**config.mk**
```make
export PLATFORM = sky130hd
export DESIGN_NAME = switch_rr_scheduler_flat
export DESIGN_NICKNAME = d
export VERILOG_FILES = /design/src/rtl/switch_rr_scheduler_if.sv /design/src/rtl/switch_rr_scheduler.sv /design/src/flat_wrapper.sv
export SDC_FILE = /design/constraint.sdc
export NUM_CORES = 1
export LEC_CHECK = 0
export CORE_UTILIZATION = 58
export CTS_BUF_LIST = sky130_fd_sc_hd__clkbuf_16
export DETAILED_ROUTE_END_ITERATION = 16
export PLACE_DENSITY = 0.89
export SLEW_MARGIN = 20
export SYNTH_ARGS = -nofsm -noshare
export SYNTH_HDL_FRONTEND = slang
export SYNTH_SLANG_ARGS = --single-unit
export TNS_END_PERCENT = 5
```
**constraint.sdc**
```tcl
create_clock -name clk -period 7.3 [get_ports clk]
set_input_delay 1.095 -clock clk [delete_from_list [all_inputs] [get_ports clk]]
set_output_delay 1.095 -clock clk [all_outputs]
set_load 0.005 [all_outputs]
```
**src/rtl/switch_rr_scheduler_if.sv**
```systemverilog
// Handshake bundle between the input FIFOs, the scheduler and the crossbar.
// Scheduler side is the slave; FIFO/crossbar side drives as master.
interface switch_rr_scheduler_if #(
  parameter int N_PORTS = 4,
  parameter int PORT_W  = $clog2(N_PORTS)
);
  logic [N_PORTS-1:0]        head_valid;
  logic [N_PORTS*PORT_W-1:0] head_dest;
  logic [N_PORTS-1:0]        head_eop;
  logic [N_PORTS-1:0]        out_ready;
  logic [N_PORTS*PORT_W-1:0] sel;
  logic [N_PORTS-1:0]        en;
  logic [N_PORTS-1:0]        rdreq;

  modport master (
    output head_valid, head_dest, head_eop, out_ready,
    input  sel, en, rdreq
  );

  modport slave (
    input  head_valid, head_dest, head_eop, out_ready,
    output sel, en, rdreq
  );
endinterface

```
**src/rtl/switch_rr_scheduler.sv**
```systemverilog
// Per-output round-robin scheduler for the N-port switch crossbar.
// Each output locks to one input for a whole packet, released on eop.
module switch_rr_scheduler #(
  parameter int N_PORTS = 4,
  parameter int PORT_W  = $clog2(N_PORTS)
) (
  input logic                 clk,
  input logic                 reset,
  switch_rr_scheduler_if.slave bus
);

  logic [N_PORTS-1:0] busy;
  logic [PORT_W-1:0]  owner   [N_PORTS];
  logic [PORT_W-1:0]  ptr     [N_PORTS];
  logic [PORT_W-1:0]  gnt_idx [N_PORTS];
  logic [N_PORTS-1:0] req     [N_PORTS];
  logic [N_PORTS-1:0] own_map [N_PORTS];
  logic [N_PORTS-1:0] locked;
  logic [N_PORTS-1:0] gnt_vld;
  logic [N_PORTS-1:0] xfer;
  logic [N_PORTS-1:0] done;

  // own_map[i][o]: output o currently owns input i
  always_comb begin
    locked = '0;
    for (int i = 0; i < N_PORTS; i++) begin
      own_map[i] = '0;
    end
    for (int o = 0; o < N_PORTS; o++) begin
      if (busy[o]) begin
        locked[owner[o]]     = 1'b1;
        own_map[owner[o]][o] = 1'b1;
      end
    end
  end

  always_comb begin
    for (int o = 0; o < N_PORTS; o++) begin
      req[o] = '0;
      for (int i = 0; i < N_PORTS; i++) begin
        req[o][i] = bus.head_valid[i] && !locked[i] &&
          (bus.head_dest[i*PORT_W +: PORT_W] == PORT_W'(o));
      end
    end
  end

  // Scan from the top down so the candidate nearest ptr wins
  always_comb begin
    logic [PORT_W-1:0] idx;
    idx = '0;
    for (int o = 0; o < N_PORTS; o++) begin
      gnt_vld[o] = 1'b0;
      gnt_idx[o] = '0;
      for (int k = N_PORTS - 1; k >= 0; k--) begin
        idx = ptr[o] + PORT_W'(k);
        if (req[o][idx]) begin
          gnt_vld[o] = 1'b1;
          gnt_idx[o] = idx;
        end
      end
    end
  end

  always_comb begin
    bus.rdreq = '0;
    bus.sel   = '0;
    for (int o = 0; o < N_PORTS; o++) begin
      xfer[o] = busy[o] && bus.head_valid[owner[o]] &&
        bus.out_ready[o];
      done[o] = xfer[o] && bus.head_eop[owner[o]];
      if (busy[o]) begin
        bus.sel[o*PORT_W +: PORT_W] = owner[o];
      end
      if (xfer[o]) begin
        bus.rdreq[owner[o]] = 1'b1;
      end
    end
  end

  assign bus.en = busy;

  always_ff @(posedge clk) begin
    if (reset) begin
      busy <= '0;
      for (int o = 0; o < N_PORTS; o++) begin
        owner[o] <= '0;
        ptr[o]   <= '0;
      end
    end else begin
      for (int o = 0; o < N_PORTS; o++) begin
        if (busy[o]) begin
          if (done[o]) begin
            busy[o] <= 1'b0;
            ptr[o]  <= owner[o] + PORT_W'(1);
          end
        end else if (gnt_vld[o]) begin
          busy[o]  <= 1'b1;
          owner[o] <= gnt_idx[o];
        end
      end
    end
  end

  for (genvar i = 0; i < N_PORTS; i++) begin : g_chk
    a_one_owner: assert property (
      @(posedge clk) disable iff (reset) $onehot0(own_map[i]));
  end

endmodule

```
**src/flat_wrapper.sv**
```systemverilog
// flat-port wrapper written by rule: the top's interface ports become plain ports
module switch_rr_scheduler_flat 
#(
  parameter int N_PORTS = 4,
  parameter int PORT_W  = $clog2(N_PORTS)
)
  (clk, reset, bus_head_valid, bus_head_dest, bus_head_eop, bus_out_ready, bus_sel, bus_en, bus_rdreq);
  switch_rr_scheduler_if #(.N_PORTS(N_PORTS), .PORT_W(PORT_W)) bus_i ();
  input logic clk;
  input logic reset;
  input wire logic [$bits(bus_i.head_valid)-1:0] bus_head_valid;
  input wire logic [$bits(bus_i.head_dest)-1:0] bus_head_dest;
  input wire logic [$bits(bus_i.head_eop)-1:0] bus_head_eop;
  input wire logic [$bits(bus_i.out_ready)-1:0] bus_out_ready;
  output wire logic [$bits(bus_i.sel)-1:0] bus_sel;
  output wire logic [$bits(bus_i.en)-1:0] bus_en;
  output wire logic [$bits(bus_i.rdreq)-1:0] bus_rdreq;
  assign bus_i.head_valid = bus_head_valid;
  assign bus_i.head_dest = bus_head_dest;
  assign bus_i.head_eop = bus_head_eop;
  assign bus_i.out_ready = bus_out_ready;
  assign bus_sel = bus_i.sel;
  assign bus_en = bus_i.en;
  assign bus_rdreq = bus_i.rdreq;
  switch_rr_scheduler #(.N_PORTS(N_PORTS), .PORT_W(PORT_W)) u_core (.clk(clk), .reset(reset), .bus(bus_i));
endmodule
```
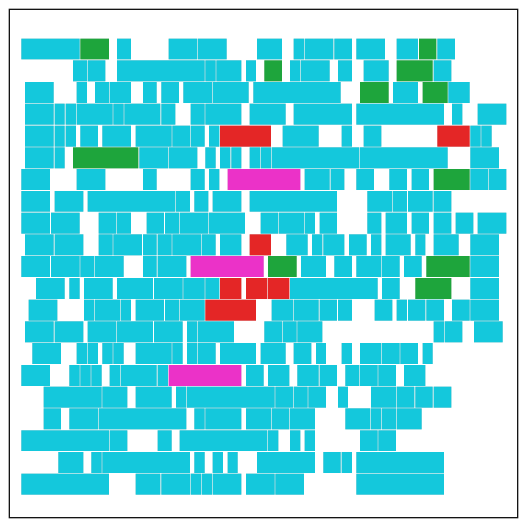
**Above:** run 1 (cell sizes after repair).
Scale: 8 px per um.
_6 and larger -> magenta  # cells 3, share 1.0%
_2 cells -> green  # cells 11, share 3.8%
_3 and _4 cells -> red  # cells 7, share 2.4%
_0 and _1 cells -> cyan  # cells 270, share 93%
final setup margin: 3159 ps
Buffers excl. clock: 41
design area: 2649 sq um
Layout area overhead: 21.32%

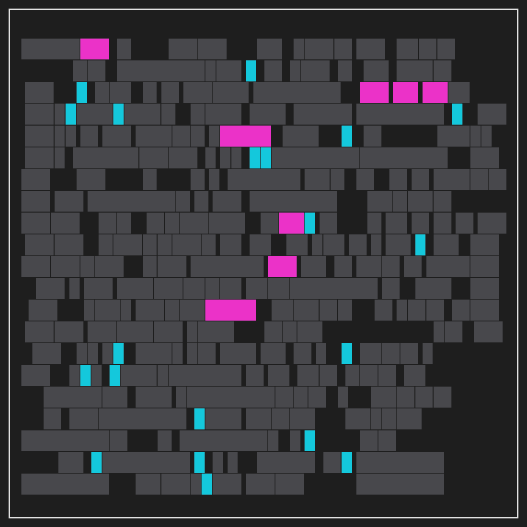
**Above:** run 1 (logic cells by family).
Scale: 8 px per um.
AND-OR and OR-AND gates -> magenta  # cells 8, most used a22o_4
inverters -> cyan  # cells 20, most used inv_1
Top cell excl fill/tap: clkdlybuf4s50_1
combinational share of cell area: 55.88%
final std cells w/o fill: 337

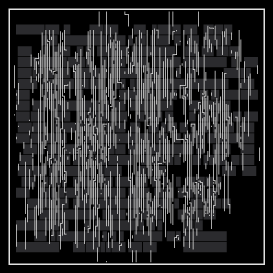
**Above:** run 1 (met2 routing).
Scale: 4 px per um. Cells faint in the background.
main direction = vertical
wire length on this layer = 2,880 um
routed vias: 2,294
Global Route met2 Usage: 52.79%
Detailed Route WL: 6.235 mm

==> impl_metrics.tcl, run 1 <==
# yosys + openroad results
set metrics [dict create \
    outcome "finished, final reports clean" \
    viasPerCell 6.807 \
    crit_fanout 6 \
    grt_pass1_wl_mm 10.32 \
    cts_tree "built" \
    finClkSkew_ps 5.526 \
    setup_viol 0 \
    first_pass_iters 8 \
    yosys_area_sq_um 2183 \
    nNetsFinal 331 \
    rsz0062_at_grt "false" \
    synth_cell_types 49 \
    drive_gt1_share_pct 7.216 \
    grt_max_degree 29 \
    worstHoldPathType "reg -> reg" \
    lay_top_cells "clkdlybuf4s50_1, nand2_1, inv_1" \
    cts_setup_buffers 0 \
    relSlewSlack_pct 31.72 \
    routedWlPerCell_um 18.50 \
    slew_viol_final 0 \
    std_cell_rows 21 \
    num_antenna_cells 0 \
    fp.dieArea_sq_um 4014 \
    ys_warn_count 0 \
    drcViolationCount 0 \
    power_density_nw_per_um2 176.2 \
    grt_pass1_vias 2121 \
    finalHoldViolCount 0 \
    synthesis.nets 298 \
]
run 1: state kept, by name, indices dropped and copies added (netlist names):
register       cells
u_core.owner       8
u_core.ptr         8
u_core.bus.en      4
run 1: synthesized netlist by cell type (all sizes together):
library cell,n
nand2,22
inv,20
nand4,19
nand3,18
nor2,18
edfxtp,16
ha,16
mux2i,14
a21oi,11
nor4,11
nor2b,9
and3,7
clkbuf,7
nand2b,7
nor4b,7
buf,6
a22o,4
a41oi,4
dfxtp,4
nand4b,4
nor3b,3
o211ai,3
o2bb2ai,3
o41ai,3
a211o,2
a211oi,2
a21boi,2
a222oi,2
a22oi,2
and4,2
or2,2
or4,2
a21o,1
a311oi,1
a31oi,1
mux4,1
nor3,1
o21ai,1
o21ba,1
o22ai,1
run 1: report_power, final:
group | switching, uW | leakage [uW] | internal, uW
clock | 41.7 | 0.0000370 | 72.3
combinational | 98.5 | 0.000756 | 83.1
sequential | 32.1 | 0.000202 | 139
run 1: worst max-delay path: stages:
cell and delay [ps]:
clkdlybuf4s50_1 580, mux2i_1 140, a21oi_1 430, nand3_1 190
nand4_1 110, clkdlybuf4s50_1 500
run 1: worst paths after layout:
check                                                      start                               end  slack, ps  cells past startpoint
worst max-delay path                           bus_head_valid[3]                      bus_rdreq[3]       3160                      6
worst min-delay path                 u_core.bus.en[1]$_SDFF_PP0_       u_core.bus.en[1]$_SDFF_PP0_        640                      1
worst max register to register  u_core.owner[1][0]$_SDFFCE_PN0P_  u_core.owner[3][1]$_SDFFCE_PN0P_       4650                      7
worst min register to register       u_core.bus.en[1]$_SDFF_PP0_       u_core.bus.en[1]$_SDFF_PP0_        640                      1
run 1: kinds of logic after synthesis:
family,after synthesis,synth area share [%]
DFF,20,25.67
AOI/OAI and AO/OA,44,15.93
buffers and inverters,33,6.533
muxes,15,7.450
adders and majority gates,16,9.169
and+or+nand+nor,132,35.24
run 1: area by class of cell:
cell class | count | area (sq um)
well taps | 46 | 57.56
clock buffers | 3 | 75.07
fillers | 264 | 819.5
inverters | 20 | 75.07
repair buffers | 41 | 400.4
multi-input cells | 207 | 1480
flip-flops and latches | 20 | 560.5
run 1: layer usage:
| layer | track usage, % | up-vias |
|---|---|---|
| li1 | - | 1066 |
| met1 | 45.20 | 1074 |
| met2 | 52.79 | 135 |
| met3 | 3.804 | 19 |
| met4 | 12.78 | 0 |
| met5 | 0 | - |
run 1: metrics by stage:
step	utilization [%]	setup slack, ps	std cells	total power [uW]
after global placement	74.21	3264	334	342.5
after detailed placement	74.21	3214	334	347.0
after CTS	76.37	3180	337	460.9
after floorplan	-	4526	260	279.0
final	76.37	3159	337	466.6
after global routing	76.37	3076	337	490.0
==> run 2, diff against run 1 <==
--- a/config.mk
+++ b/config.mk
@@ -5,10 +5,10 @@
 export SDC_FILE = /design/constraint.sdc
 export NUM_CORES = 1
 export LEC_CHECK = 0
-export CORE_UTILIZATION = 58
+export CORE_UTILIZATION = 49
 export CTS_BUF_LIST = sky130_fd_sc_hd__clkbuf_16
 export DETAILED_ROUTE_END_ITERATION = 16
-export PLACE_DENSITY = 0.89
+export PLACE_DENSITY = 0.8
 export SLEW_MARGIN = 20
 export SYNTH_ARGS = -nofsm -noshare
 export SYNTH_HDL_FRONTEND = slang
==> constraint.sdc (replaced) <==
create_clock -name clk -period 3.55 [get_ports clk]
set_input_delay 0.5325 -clock clk [delete_from_list [all_inputs] [get_ports clk]]
set_output_delay 0.5325 -clock clk [all_outputs]
set_load 0.005 [all_outputs]
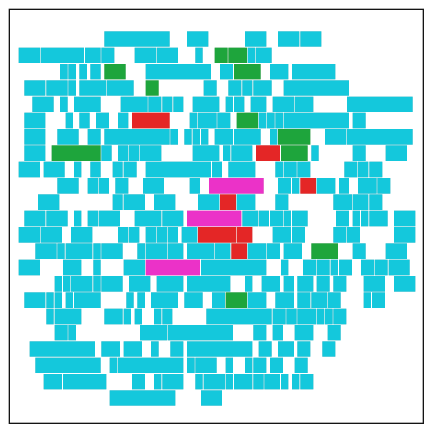
**Above:** run 2 (cell sizes after repair).
Scale: 6 px per um.
_6 and larger -> magenta  # cells 3, share 1.0%
_3 and _4 cells -> red  # cells 7, share 2.4%
_2 cells -> green  # cells 11, share 3.8%
_0 and _1 cells -> cyan  # cells 270, share 93%
final setup margin: 524.2 ps
Layout area overhead: 21.55%

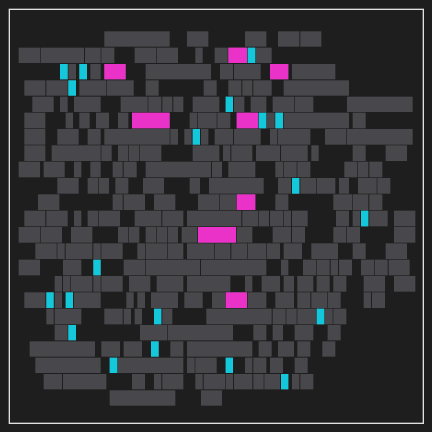
**Above:** run 2 (logic cells by family).
Scale: 6 px per um.
inverters -> cyan  # cells 20, most used inv_1
AND-OR and OR-AND gates -> magenta  # cells 8, most used a22o_4
combinational share of cell area: 55.78%
final std cells w/o fill: 341

==> run 2 against run 1 <==
Net effect: clock-buffer cell count stayed put; critical path type unchanged; synthesized cell count stayed put; register-to-register slack worse by 3900 ps; largest power group unchanged; utilization is 12 points lower; global-route usage is 5.0 points lower; final cell count is 1.2% higher; power is 100% higher; flip-flop count stayed put; via count is 3.4% lower; routed wire length is 0.96% lower.
==> impl_metrics.tcl, run 2 <==
# yosys + openroad results
set metrics [dict create \
    cts_tree "built" \
    synthMostInstantiatedCell "nand2_1" \
    slew_viol_final 0 \
    worstPathCellList "clkdlybuf4s50_1 > mux2i_1 > a21oi_1 > nand3_1 > nand4_1 > clkdlybuf4s50_1" \
    path_common_cell "clkdlybuf4s50_1" \
    worstReg2RegStart "u_core.owner[1][0]$_SDFFCE_PN0P_" \
    cp-startpoint "bus_head_valid[3]" \
    hp-start "u_core.bus.en[2]$_SDFF_PP0_" \
    fp.dieArea_sq_um 4727 \
    yosys.area_share.xor_xnor_pct 0 \
    power_density_nw_per_um2 358.5 \
    whs_path_depth 1 \
    relSlewSlack_pct 33.81 \
    rrSetupSlack_ps 800 \
    drcViolationCount 0 \
    ys_warn_count 0 \
    grt_max_degree 29 \
    grt_pass1_vias 2004 \
    nNetsFinal 331 \
    cpLargestDelayFamily "buffers and inverters" \
    num_antenna_cells 0 \
    grt_pass1_wl_mm 9.742 \
    rsz0062_at_grt "false" \
    finClkSkew_ps 8.569 \
    synthesis.nets 298 \
    holdPathEnd "u_core.bus.en[2]$_SDFF_PP0_" \
    p_int_uw 605.0 \
    num_vias 2217 \
    cts_setup_buffers 0 \
    fa_ha_area_share_pct 9.169 \
    cp_slowest_cell "clkdlybuf4s50_1" \
    fillers 361 \
    synth_cell_types 49 \
    crit_buf_inv 2 \
    synth.area.mux_share_pct 7.450 \
    outcome "finished, final reports clean" \
    lay_top_cells "clkdlybuf4s50_1, nand2_1, inv_1" \
    std_cell_rows 23 \
    ys.flop_type "edfxtp_1" \
]
## run 2: cell counts after synthesis
Identical to the previous run, type by type.
## run 2: layout make-up
| class | instances | area [sq um] | area share (%) |
|---|---|---|---|
| inverters | 20 | 75.07 | 2.829 |
| well taps | 50 | 62.56 | 2.357 |
| multi-input cells | 207 | 1480 | 55.78 |
| flip-flops and latches | 20 | 560.5 | 21.12 |
| clock buffers | 3 | 75.07 | 2.829 |
| repair buffers | 41 | 400.4 | 15.09 |
## run 2: worst max-delay path by stage
stage | to | slack [ps] | depth (start not counted)
after floorplan | u_core.owner[3][0]$_SDFFCE_PN0P_ | 1250 | 8
after global placement | bus_rdreq[3] | 650 | 6
after detailed placement | bus_rdreq[0] | 600 | 6
after CTS | bus_rdreq[0] | 560 | 6
after global routing | bus_rdreq[0] | 420 | 6
final | bus_rdreq[0] | 520 | 6
## run 2: stage by stage
stage          cell area, sq um  util [%]  instances  worst slack [ps]  total power, uW
6_report                   2654     64.04        341             524.2            951.3
5_1_grt                    2654     64.04        341             417.3             1000
4_1_cts                    2654     64.04        341             564.4            942.9
3_5_place_dp               2579     62.23        338             596.4            714.2
3_3_place_gp               2579     62.23        338             650.0            708.9
2_1_floorplan              2183         -        260              1245            573.7
## run 2: worst register-to-register path, delay by kind of cell (launching register included)
family	cells	cell delay (ps)
AOI/OAI and AO/OA	2	830
DFF	1	540
and+or+nand+nor	2	440
buffers and inverters	2	410
adders and majority gates	1	260
## run 2: power groups by stage
stage | Sequential (uW) | Combinational [uW] | Clock (uW)
2_1_floorplan | 314 | 260 | 0
3_3_place_gp | 351 | 358 | 0
3_5_place_dp | 351 | 363 | 0
4_1_cts | 349 | 366 | 228
5_1_grt | 356 | 407 | 238
6_report | 351 | 372 | 229
## run 2: logic make-up (layout without fill, tap and decap cells)
family                   after synthesis  count (layout)
adder cells (fa/ha/maj)               16              16
AND/OR/NAND/NOR                      132             132
AND-OR/OR-AND                         44              44
multiplexers                          15              15
buffers and inverters                 33              64
flip-flops                            20              20
## run 2: metal layers
layer	part of all wire, %	global-route usage [%]	routed length, um	up-vias
met2	45	44.49	2750	127
met4	1.4	7.653	85	0
met1	46	39.74	2825	1017
met3	8.3	3.783	514	10
met5	0	0	0	-
li1	-	-	-	1063
==> run 3, diff against run 2 <==
--- a/config.mk
+++ b/config.mk
@@ -5,10 +5,11 @@
 export SDC_FILE = /design/constraint.sdc
 export NUM_CORES = 1
 export LEC_CHECK = 0
-export CORE_UTILIZATION = 49
+export CORE_UTILIZATION = 58
 export CTS_BUF_LIST = sky130_fd_sc_hd__clkbuf_16
 export DETAILED_ROUTE_END_ITERATION = 16
-export PLACE_DENSITY = 0.8
+export DONT_BUFFER_PORTS = 1
+export PLACE_DENSITY = 0.78
 export SLEW_MARGIN = 20
 export SYNTH_ARGS = -nofsm -noshare
 export SYNTH_HDL_FRONTEND = slang
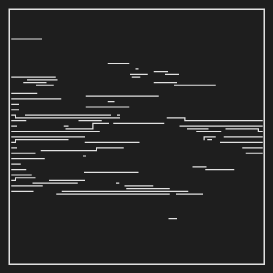
**Above:** run 3 (metal 3).
Scale: 4 px per um.
longest straight run = 31.3 um
wire length on this layer = 565 um
main direction = horizontal
Detailed Route WL: 5.836 mm
routed vias: 2,090
met3 GRT Util: 9.058%

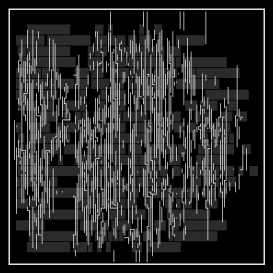
**Above:** run 3 (met2 routing).
Scale: 4 px per um. Cells faint in the background.
wire length on this layer = 2,570 um
share of all routed wire = 44%
Global Route met2 Usage: 45.88%

==> run 3 against run 2 <==
Net effect: final cell count down 12%; non-clock buffer count down 37; register-to-register slack better by 130 ps; combinational power down 22%; clock-buffer cell count unchanged; via count down 5.7%; synthesized area unchanged; design area down 14%; largest cell class unchanged.
==> impl_metrics.tcl, run 3 <==
# yosys + openroad results
set metrics [dict create \
    fillers 317 \
    p_seq_share_pct 40.0 \
    drive_gt1_share_pct 8.268 \
    power_density_nw_per_um2 384.2 \
    num_antenna_cells 0 \
    grt_pass1_vias 1889 \
    p_clk_share_pct 26.8 \
    fp.dieArea_sq_um 4014 \
    cts_setup_buffers 0 \
    drcViolationCount 0 \
    swShare_pct 37.09 \
    viasPerCell 6.967 \
    synthesis.nets 298 \
    ys_async_sr_fraction_pct 0 \
    dpl_cell_area_sq_um 2203 \
    lay_top_cells "nand2_1, inv_1, nand3_1, nand4_1, nor2_1" \
    nNetsFinal 294 \
    setup_viol 0 \
    relSlewSlack_pct 54.95 \
    cts_tree "built" \
    slew_viol_final 0 \
    grt_pass1_wl_mm 9.549 \
    outcome "finished, final reports clean" \
    finClkSkew_ps 2.808 \
]
-- run 3: cell types whose count changed in the layout (fill, tap and decap cells not counted) --
cell,change
clkdlybuf4s50_1,-37
-- run 3: worst paths after layout --
| path | startpoint | endpoint | depth (start not counted) |
|---|---|---|---|
| worst max-delay path | u_core.owner[1][0]$_SDFFCE_PN0P_ | u_core.owner[3][0]$_SDFFCE_PN0P_ | 7 |
| worst min-delay path | reset | u_core.bus.en[1]$_SDFF_PP0_ | 1 |
| worst max register to register | u_core.owner[1][0]$_SDFFCE_PN0P_ | u_core.owner[3][0]$_SDFFCE_PN0P_ | 7 |
| worst min register to register | u_core.bus.en[2]$_SDFF_PP0_ | u_core.bus.en[2]$_SDFF_PP0_ | 1 |
-- run 3: final cells by class --
type | instances | area (sq um) | share of cell area, %
Sequential cell | 20 | 560.5 | 24.60
Clock buffer | 3 | 75.07 | 3.295
Inverter | 20 | 75.07 | 3.295
Timing Repair Buffer | 4 | 30.03 | 1.318
Multi-Input combinational cell | 207 | 1480 | 64.96
Tap cell | 46 | 57.56 | 2.526
-- run 3: per-stage QoR --
stage / hold WS [ps] / worst slack [ps] / util [%] / std cells / total power [uW]
finish: 363.9 / 933.8 / 65.69 / 300 / 875.5
global route: 360.2 / 869.3 / 65.69 / 300 / 920.5
CTS: 369.1 / 1025 / 65.69 / 300 / 861.4
detailed placement: 630.1 / 1039 / 63.53 / 297 / 632.3
global placement: 629.7 / 1063 / 63.53 / 297 / 629.9
floorplan: 594.4 / 1245 / - / 260 / 573.7
-- run 3: cell families (layout without fill, tap and decap cells) --
group	Yosys count	in the layout	synth area share, %
AOI/OAI and AO/OA	44	44	15.93
adders and majority gates	16	16	9.169
muxes	15	15	7.450
buffers and inverters	33	27	6.533
and+or+nand+nor	132	132	35.24
DFF	20	20	25.67
-- run 3: power by group through the flow --
stage	combinational, uW	clock, uW	sequential, uW
2_1_floorplan	260	0	314
3_3_place_gp	280	0	350
3_5_place_dp	280	0	352
4_1_cts	283	230	348
5_1_grt	321	243	356
6_report	290	235	350
-- run 3: critical path, cell delays in order, from the launching register on --
cell      delay [ps]
edfxtp_1         510
inv_1            150
ha_1             240
a222oi_1         360
buf_4            240
nand4_1          260
a41oi_1          390
or2_2            180
-- run 3: metal layers --
metal,routed length [um],GRT usage (%),vias to the layer above
li1,-,-,990
met1,2636,44.03,984
met2,2568,45.88,108
met3,565,9.058,8
met4,66,5.966,0
met5,0,0,-
No activity file was given, so power comes from the tool's default toggle rates.
